Figure 1. Clock nets.
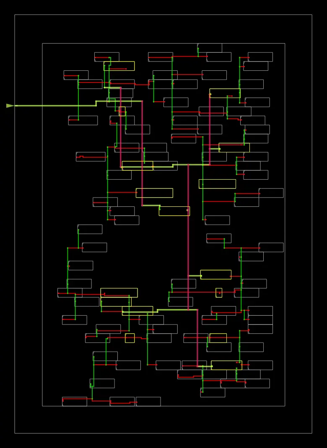
Figure 2. M1 wires.
Supply wires on this layer in grey.
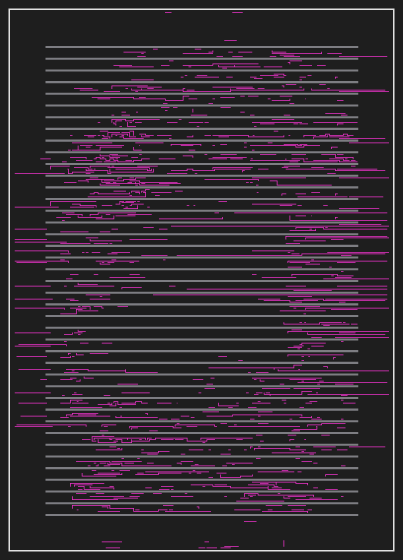
Figure 3. Gate families picked out.
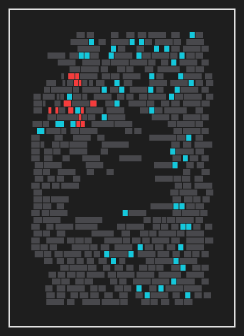
Figure 4. Supply network.
Pins as bars on the die edge.
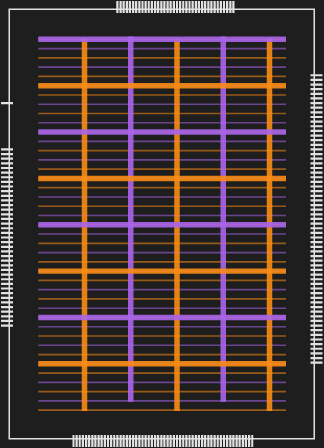
Design sbp_lookup_ingress, sky130hd; sources not shown.
==> ci_impl_report.md <==
### Metrics collected by this job

| Metric | Value |
|---|---|
| Hpwl dp | `slightly above 7 mm` |
| Layout non-clock buf frac | `39.4%` |
| Drc violations | `0` |
| Inverter count | `1` |
| Sw power | `0.774 mW` |
| Adder share | `0.474%` |
| Final Hold Fails | `0` |
| RSZ-0062 raised after global routing | `true` |
| Worst path bufs/invs | `2` |
| Minimum clock period | `1.62 ns` |
| Final layout net count | `534` |
| Syn Nets | `333` |
| CTS clock-pin slew for the worst setup and hold paths | `0.06 ns` |
| Slew @ Worst Pin | `around 0.38 ns` |
| Slew Limit Fails | `0` |
| Max-cap violations | `0` |
| WL met2 | `4.64 mm` |
| CTS Sinks | `87` |
| Met2 usage | `28.1%` |
| Status | `completed` |
| Worst setup EP type | `output pin` |
| Max Clk Rate | `just over 600 MHz` |
| ClkCell Share | `6.90%` |
| Detailed Routing Iterations Pass 1 | `4` |
| Met3 WL | `880 um` |
| Final Util | `63.5%` |
| Crit. path cell count | `3` |
| Crit-path leading delay family | `flip-flops` |
| First-pass GRT wire length | `13.3 mm` |
| Avg Cell Area, Syn | `12.2 um2` |
| Switching Share | `18.5%` |
| Slowest-stage cell, CP | `dfxtp_4` |
| Max-area cell share | `between 60% and 70%` |
| Reg2Reg Depth | `5` |
| Seq pwr share | `44.3%` |
| Hold Path Class | `flip-flop to flip-flop` |
| WHS Path Cells | `2` |
| Number of distinct library cells after synthesis | `26` |
| Post-CTS setup buffers | `0` |
| Seq pwr | `between 1.5 and 2 mW` |
| Clock Power | `around 2.0 mW` |
| Critical Path AT | `approximately 1.1 ns` |
| Ys async rst share | `0%` |
| Area growth syn-to-layout | `90.1%` |
| DIE AREA | `11,200 um2` |
| Met1 wire length | `approximately 3.3 mm` |
| Hold slack | `0.363 ns` |
| Internal power | `3.42 mW` |
| Comb gate area | `810 um2` |
| Setup Crit Path Kind | `flip-flop to output pin` |
| Most crowded layer after global routing | `met2` |
| Hold-fix buffers, CTS | `0` |
| Signal buffers | `approximately 200` |
| Share of cells above drive strength 1 | `7.35%` |
| Setup crit start kind | `flip-flop` |
| Top logic family | `simple AND/OR/NAND/NOR gates` |
| Max layer used | `met4` |
| Largest net degree at the start of global routing | `~44` |
| Aoi share | `12.6%` |
| Sequential Area | `around 1700 um2` |
| Clock power frac | `47.5%` |
| Post-synth top flop | `dfxtp_1` |
| Worst-path maximum fanout | `5` |
| PnR worst setup slack | `0.277 ns` |
| Via density | `roughly 4.4` |
| Crit path required time | `1.37 ns` |
| Total gr overflow | `0` |
| Count leader, synth | `dfxtp_1` |
| Met3 Use GR | `approximately 6.8%` |
| ANT nets after route | `0` |
| Crit-path max cell delay | `about 0.37 ns` |
Notes on Figure 1 above:
Num CTS Buffers: 9
flop count: 87
clkbuf count: 10

Notes on Figure 2 above:
nets with wire on the layer	471
longest straight run	54.3 um
share of all routed wire	36%
Total Wirelength: 9.11 mm
DR vias: 2,343
met1 Track Usage GR: 15.0%

Notes on Figure 3 above:
colour	family	cells
red	nand cells	13
cyan	and/or cells	51
logic share of the area: 16.1%
fin cells: 527
Commonest Layout Cell: clkdlybuf4s50_1

Notes on Figure 4 above:
colour	net
purple	VDD
orange	VSS
met5 straps	8
met4 straps	5
core area: 7910 um2
VDD IR max: 0.000525 V
Die H: 126 um
Die W: 89.0 um

No activity file was given, so power comes from the tool's default toggle rates.
